==> images/util_map.png <==
Scale: 4 px per micron. 8 x 8 tiles, from white (low) to dark blue (high), 0 to 100% covered.
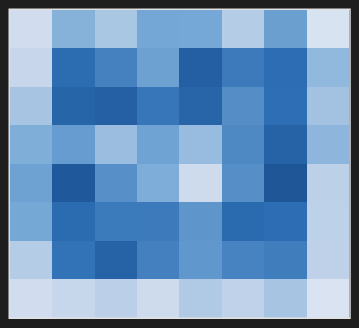
==> images/layers.png <==
Scale: 6 px per micron.
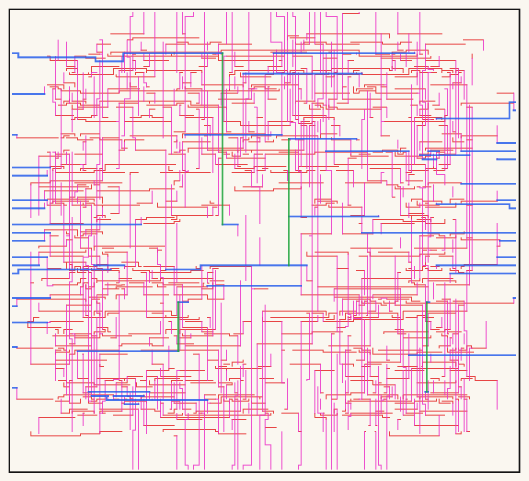
==> images/clock_nets.png <==
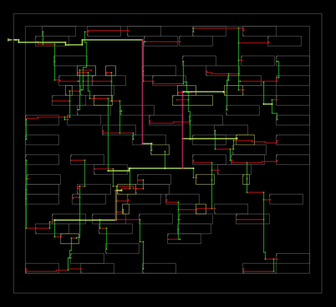
==> images/ff_map.png <==
Scale: 6 px per micron.
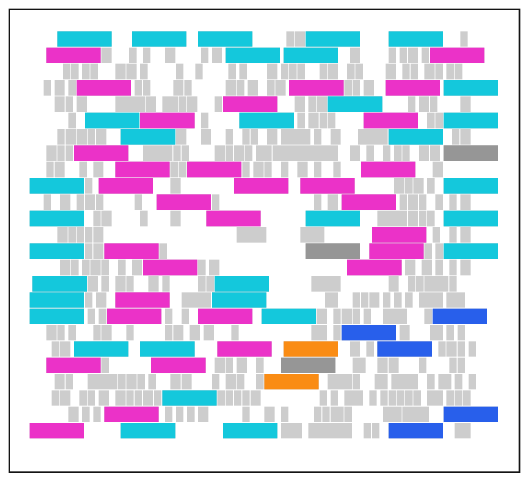
==> images/floorplan.png <==
Scale: 4 px per micron. Pins as bars on the die edge. Tap cells in gray.
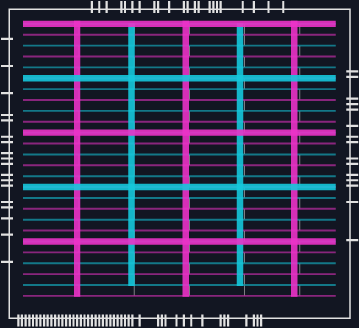
## config.mk

```make
export PLATFORM = sky130hd
export DESIGN_NAME = right_shift_seq_flat
export DESIGN_NICKNAME = d
export VERILOG_FILES = /design/src/rtl/right_shift_seq_if.sv /design/src/rtl/right_shift_seq.sv /design/src/flat_wrapper.sv
export SDC_FILE = /design/constraint.sdc
export NUM_CORES = 1
export LEC_CHECK = 0
export ABC_AREA = 1
export CORE_ASPECT_RATIO = 0.9
export CORE_MARGIN = 3
export CORE_UTILIZATION = 60
export DETAILED_ROUTE_END_ITERATION = 10
export DONT_BUFFER_PORTS = 1
export MAX_ROUTING_LAYER = met4
export PLACE_DENSITY = 0.76
export REMOVE_ABC_BUFFERS = 1
export SYNTH_ARGS = -nofsm -noshare
export SYNTH_HDL_FRONTEND = slang
export SYNTH_SLANG_ARGS = --single-unit
```

## constraint.sdc

```tcl
create_clock -name clk -period 4.9 [get_ports clk]
set_clock_uncertainty 0.2 [all_clocks]
set_input_delay 0.49 -clock clk [delete_from_list [all_inputs] [get_ports clk]]
set_output_delay 0.49 -clock clk [all_outputs]
set_load 0.01 [all_outputs]
```

## src/rtl/right_shift_seq_if.sv

```systemverilog
`default_nettype none
// ============================================================================
// Module      : right_shift_seq_if
// Description : Request/result bundle between the ALU control and the
//               multi-cycle right shifter.
//                 start  ctrl -> shifter  request pulse
//                 A      ctrl -> shifter  operand to shift (WIDTH bits)
//                 B      ctrl -> shifter  shift amount (low bits used)
//                 sra    ctrl -> shifter  1 = arithmetic, 0 = logical
//                 C      shifter -> ctrl  last completed result
//                 busy   shifter -> ctrl  operation in flight
//                 done   shifter -> ctrl  one-cycle completion pulse
//               master = ALU control side, slave = shifter side.
// Revision    : 1.0  initial release
// ============================================================================
interface right_shift_seq_if #(
  parameter int WIDTH = 32
);
  logic             start;
  logic [WIDTH-1:0] A;
  logic [31:0]      B;
  logic             sra;
  logic [WIDTH-1:0] C;
  logic             busy;
  logic             done;

  modport master (
    output start, A, B, sra,
    input  C, busy, done
  );

  modport slave (
    input  start, A, B, sra,
    output C, busy, done
  );
endinterface
`default_nettype wire

```

## src/rtl/right_shift_seq.sv

```systemverilog
`default_nettype none
// ============================================================================
// Module      : right_shift_seq
// Description : Multi-cycle logical/arithmetic right shifter (SRL/SRA/SRLV/
//               SRAV). A request is latched on start while idle, the operand
//               is shifted a small step per cycle, and the result is returned
//               on C together with a one-cycle done pulse.
// Ports       : clk  - clock, rising edge
//               rst  - asynchronous, active-high reset
//               bus  - right_shift_seq_if.slave (start/A/B/sra in,
//                      C/busy/done out)
// Parameters  : WIDTH   - operand/result width (must match the interface)
//               SHAMT_W - number of low bits of B used as shift amount
// Build option: RSHIFT_FAST_EN - when defined, each shift cycle moves up to
//               4 bit positions (latency ceil(N/4)+1 instead of N+1).
// Revision    : 1.0  initial release
// ============================================================================
module right_shift_seq #(
  parameter int WIDTH   = 32,
  parameter int SHAMT_W = 5
) (
  input  wire logic        clk,
  input  wire logic        rst,
  right_shift_seq_if.slave bus
);

  // --------------------------------------------------------------------------
  // State encoding
  // --------------------------------------------------------------------------
  typedef enum logic [1:0] {
    ST_IDLE  = 2'd0,
    ST_SHIFT = 2'd1,
    ST_DONE  = 2'd2
  } state_t;

  state_t               r_state;
  state_t               w_state_nxt;

  logic [WIDTH-1:0]     r_acc;
  logic [WIDTH-1:0]     w_acc_nxt;
  logic [SHAMT_W-1:0]   r_cnt;
  logic [SHAMT_W-1:0]   w_cnt_nxt;
  logic                 r_arith;
  logic                 w_arith_nxt;
  logic [WIDTH-1:0]     r_c;
  logic [WIDTH-1:0]     w_c_nxt;
  logic                 r_busy;
  logic                 w_busy_nxt;
  logic                 r_done;
  logic                 w_done_nxt;

  // Shift datapath
  logic [SHAMT_W-1:0]   w_shamt;
  logic [SHAMT_W-1:0]   w_step;
  logic [SHAMT_W-1:0]   w_cnt_dec;
  logic                 w_fill;
  logic [WIDTH-1:0]     w_shifted;

  assign w_shamt = bus.B[SHAMT_W-1:0];

  // Only the low SHAMT_W bits of B select the shift amount.
  logic w_unused_b;
  assign w_unused_b = ^bus.B[31:SHAMT_W];

  // Fill bit comes from the latched operand's MSB so that A may change
  // freely once the request has been accepted.
  assign w_fill = r_arith & r_acc[WIDTH-1];

`ifdef RSHIFT_FAST_EN
  // Up to four positions per cycle; the final cycle takes whatever is left.
  assign w_step = (r_cnt > SHAMT_W'(4)) ? SHAMT_W'(4) : r_cnt;

  always_comb begin
    w_shifted = r_acc;
    case (w_step)
      SHAMT_W'(1): w_shifted = {w_fill,       r_acc[WIDTH-1:1]};
      SHAMT_W'(2): w_shifted = {{2{w_fill}},  r_acc[WIDTH-1:2]};
      SHAMT_W'(3): w_shifted = {{3{w_fill}},  r_acc[WIDTH-1:3]};
      SHAMT_W'(4): w_shifted = {{4{w_fill}},  r_acc[WIDTH-1:4]};
      default:     w_shifted = r_acc;
    endcase
  end
`else
  // Single-position stage: one bit per cycle.
  assign w_step    = SHAMT_W'(1);
  assign w_shifted = {w_fill, r_acc[WIDTH-1:1]};
`endif

  assign w_cnt_dec = r_cnt - w_step;

  // --------------------------------------------------------------------------
  // State and datapath registers
  // --------------------------------------------------------------------------
  always_ff @(posedge clk or posedge rst) begin
    if (rst) begin
      r_state <= ST_IDLE;
      r_acc   <= '0;
      r_cnt   <= '0;
      r_arith <= 1'b0;
      r_c     <= '0;
      r_busy  <= 1'b0;
      r_done  <= 1'b0;
    end else begin
      r_state <= w_state_nxt;
      r_acc   <= w_acc_nxt;
      r_cnt   <= w_cnt_nxt;
      r_arith <= w_arith_nxt;
      r_c     <= w_c_nxt;
      r_busy  <= w_busy_nxt;
      r_done  <= w_done_nxt;
    end
  end

  // --------------------------------------------------------------------------
  // Next-state and next-output logic
  //
  // C and done are loaded on the edge that enters DONE, so during the DONE
  // cycle the result is already visible alongside the done pulse. busy and
  // done are both registered; start never reaches an output combinationally.
  // --------------------------------------------------------------------------
  always_comb begin
    w_state_nxt = r_state;
    w_acc_nxt   = r_acc;
    w_cnt_nxt   = r_cnt;
    w_arith_nxt = r_arith;
    w_c_nxt     = r_c;
    w_busy_nxt  = r_busy;
    w_done_nxt  = 1'b0;

    case (r_state)
      ST_IDLE: begin
        if (bus.start) begin
          w_acc_nxt   = bus.A;
          w_cnt_nxt   = w_shamt;
          w_arith_nxt = bus.sra;
          w_busy_nxt  = 1'b1;
          if (w_shamt != '0) begin
            w_state_nxt = ST_SHIFT;
          end else begin
            // Zero shift: the operand itself is the result.
            w_state_nxt = ST_DONE;
            w_c_nxt     = bus.A;
            w_done_nxt  = 1'b1;
          end
        end
      end

      ST_SHIFT: begin
        w_acc_nxt = w_shifted;
        w_cnt_nxt = w_cnt_dec;
        if (w_cnt_dec == '0) begin
          w_state_nxt = ST_DONE;
          w_c_nxt     = w_shifted;
          w_done_nxt  = 1'b1;
        end
      end

      ST_DONE: begin
        // Any start seen here is dropped; the block is still busy.
        w_state_nxt = ST_IDLE;
        w_busy_nxt  = 1'b0;
      end

      default: begin
        w_state_nxt = ST_IDLE;
        w_busy_nxt  = 1'b0;
      end
    endcase
  end

  // --------------------------------------------------------------------------
  // Outputs
  // --------------------------------------------------------------------------
  assign bus.C    = r_c;
  assign bus.busy = r_busy;
  assign bus.done = r_done;

endmodule
`default_nettype wire

```

## src/flat_wrapper.sv

```systemverilog
// flat-port wrapper written by rule: the top's interface ports become plain ports
module right_shift_seq_flat 
#(
  parameter int WIDTH   = 32,
  parameter int SHAMT_W = 5
)
  (clk, rst, bus_start, bus_A, bus_B, bus_sra, bus_C, bus_busy, bus_done);
  right_shift_seq_if #(.WIDTH(WIDTH)) bus_i ();
  input  wire logic clk;
  input  wire logic rst;
  input wire logic [$bits(bus_i.start)-1:0] bus_start;
  input wire logic [$bits(bus_i.A)-1:0] bus_A;
  input wire logic [$bits(bus_i.B)-1:0] bus_B;
  input wire logic [$bits(bus_i.sra)-1:0] bus_sra;
  output wire logic [$bits(bus_i.C)-1:0] bus_C;
  output wire logic [$bits(bus_i.busy)-1:0] bus_busy;
  output wire logic [$bits(bus_i.done)-1:0] bus_done;
  assign bus_i.start = bus_start;
  assign bus_i.A = bus_A;
  assign bus_i.B = bus_B;
  assign bus_i.sra = bus_sra;
  assign bus_C = bus_i.C;
  assign bus_busy = bus_i.busy;
  assign bus_done = bus_i.done;
  right_shift_seq #(.WIDTH(WIDTH), .SHAMT_W(SHAMT_W)) u_core (.clk(clk), .rst(rst), .bus(bus_i));
endmodule
```

==> results.txt <==
Item: results of the latest flow run.

- The flow ran to the end, and the final reports show no timing, DRC or antenna violations.
- Leaving out the clock tree, the finished layout contains a buffer count of 2.
- By instance count, the leading cell after synthesis is nand2_1.
- The clock transition time at the flip-flop clock pins of the worst setup and hold paths is ~0.08 ns.
- CTS added clock buffers totalling 9.
- The sort of element at the end of the critical path is a flop.
- The time the worst path needs with I/O delays and setup is roughly 2.4 ns.
- The post-synthesis register bit count is approximately 73.
- In this run switching power makes up between 40% and 50% of total power.
- The chip occupies around 6500 sq um.
- In this run the top signal layer used is met4.
- The logic share of the area is between 30% and 40%.
- STA classifies the critical path startpoint as a flop.
- Looking at the clock tree report, the maximum root-to-sink buffer count equals 2.
- The routed layout reports a DRC error count of 0.
- The number of warnings in the stage logs is between 50 and 60.
- The total internal power is between 1 and 1.5 mW.
- The final weighted congestion recorded by global placement is between 0.7 and 0.8.
- The detailed router reports a met3 wire length of 486 microns.
- Per the layout report, the design carries roughly 480 filler cells.
- The analysis attributes to net switching a power of about 1.0 mW.
- The part of the cycle the worst path needs is approximately 50%.
- The fraction of power consumed by sequential logic is 45.2%.
- The yosys stat cell total is between 400 and 500.
- After synthesis, the share of flip-flops with an asynchronous set or reset is 100%.
- The worst min-delay path endpoint is u_core.r_cnt[2].
- Looking at the clock tree report, the H-tree level count equals 3.
- By area the synthesized netlist is led by dfrtp_1 54%, nand2_1 17%, o21ai_0 8.4%.
- The report puts the cell count of the worst reg-to-reg path at 9.
- The transition time recorded at the tightest slew-check pin is around 0.89 ns.
- Per the post-synthesis report, the number of cells in the design is between 400 and 500.
- The via count of the first global-routing pass is 2,542.
- Looking at the power breakdown, combinational cells take between 30% and 40% of the total.
- The reg2reg setup slack is 2.52 ns.
- The maximum achievable frequency is 420 MHz.
- Summed over the clock group, the power is roughly 0.44 mW.
- The well tap count is around 67.
- Detailed placement ended at an HPWL of between 4000 and 5000 microns.
- The area of the mapped netlist is around 3400 sq um.
- The max-capacitance violation count is 0.
- The number of logic inverters in the finished layout is 43.
- Summed over all layers, the routed wires come to 6670 microns.
- The layout net count is approximately 470.
- By count the netlist is led by 151 x nand2_1, 73 x dfrtp_1, 56 x o21ai_0.
- The end of the worst register-to-register path is u_core.bus.C[0].
- The power density normalized to cell area is between 600 and 700 nW/um^2.
- The violation tally recorded at the end of detailed-routing iteration 0 is approximately 130.
- The cell type with the largest total area is dfrtp_1.
- The type recorded for the worst min-delay path is input pin to flop.
- The worst register-to-register path begins at u_core.r_cnt[0].
- The group that draws the most power in this run is sequential cells.
- The launch point of the worst min-delay path is recorded as bus_B[2].
- The flip-flop cell with the highest count after synthesis is dfrtp_1.
- In this run, distinct cell masters in the synthesized netlist total 26.
- The buffer type at the clock tree root is clkbuf_8.
- The number of combinational gates with multiple inputs is between 200 and 300.
- The count of TritonRoute iterations in the first routing pass is 6.
- The number of cells on the worst hold path is 2.
- The most common cell after layout, fill and taps aside is nand2_1.
- Clock tree buffers and inverters occupy under 10% of the routed design's cell area.
- After routing the design area is between 3000 and 4000 sq um.
- For this run, the chip area from Yosys synthesis comes to ~3400 sq um.
- The pin count of the biggest net entering global routing is around 65.
- The type of the setup path with the least slack is flop to flop.
- The sequential-to-total area share from yosys stat is between 50% and 60%.
## Picture notes: util_map.png
fullest tile: 85%
mean over tiles: 53%
tiles over 75% full: 22%
starting density of the core: 63.0%
standard cell core area: 5320 sq um

## Picture notes: layers.png
| color | layer | wire length |
|---|---|---|
| blue | M3 | 486 microns |
| red | M1 | 2,910 microns |
| magenta | M2 | 3,200 microns |
| green | M4 | 72.8 microns |
combined global-route utilization of all metal layers: 23.3%
average wire length per cell after detail routing: 14.2 microns
total number of vias: 2,561

## Picture notes: clock_nets.png
tally of clock buffers in the finished layout: 9
clock sink total: 73
count of flip-flops and latches: 73

## Picture notes: ff_map.png
| color | name in the netlist | sequential cells |
|---|---|---|
| magenta | `u_core.r_acc` | 31 |
| blue | `u_core.r_cnt` | 5 |
| cyan | `u_core.bus.C` | 32 |
| orange | `u_core.r_state` | 2 |
not colored: 3
Seq/total area: 51.9%
Sequential Power: 1.11 mW
final core utilization: 66.2%
Seq. cell area: 1830 sq um

## Picture notes: floorplan.png
| color | net |
|---|---|
| magenta | VSS |
| cyan | VDD |
rows: 25
signal pins: 102
tap cells: 67
met1 rails: 26
die width: 84.8 microns
Worst VDD drop: 0.412 mV

-- state kept, by name, summed over array words and instances, names as in the netlist --
register	cells
u_core.bus.busy	1
u_core.r_cnt	5
u_core.r_acc	31
u_core.r_arith	1
u_core.bus.C	32
u_core.r_state	2
u_core.bus.done	1
-- how the worst max path moves through the flow --
stage,from,end,slack (ns)
floorplan,rst,u_core.bus.C[0],2.36
global placement,bus_B[0],u_core.bus.C[14],2.50
detailed placement,bus_B[0],u_core.bus.C[0],2.44
CTS,u_core.r_cnt[0],u_core.bus.C[0],2.53
global route,u_core.r_cnt[0],u_core.bus.C[23],2.36
finish,u_core.r_cnt[0],u_core.bus.C[0],2.52
-- cells by family (layout without fill, tap and decap cells) --
kind of cell,Yosys count,after routing,synth area share [%]
AND-OR/OR-AND,70,70,10.8
XOR/XNOR,1,1,0.261
adder cells (fa/ha/maj),2,2,0.746
buffers and inverters,64,60,8.40
flip-flops,73,73,54.5
AND/OR/NAND/NOR,197,197,25.3
-- critical path, cell delays in order (launching register included) --
cell	delay (ns)
dfrtp_1	0.36
inv_1	0.10
ha_1	0.26
xnor2_1	0.24
nand2_1	0.09
nor2_2	0.18
nand2_4	0.28
nand2_4	0.42
nand2_1	0.11
nand2_1	0.07
-- metrics by stage --
step	hold WS (ns)	power [mW]	worst slack, ns	utilization [%]
3_5_place_dp	0.274	2.02	2.44	62.5
4_1_cts	0.0931	2.48	2.53	66.2
6_report	0.109	2.45	2.52	66.2
5_1_grt	0.0851	2.70	2.36	66.2
2_1_floorplan	0.249	1.81	2.36	-
3_3_place_gp	0.265	1.98	2.50	62.5
Power figures rest on the tool's default switching activity, not on a simulated workload.
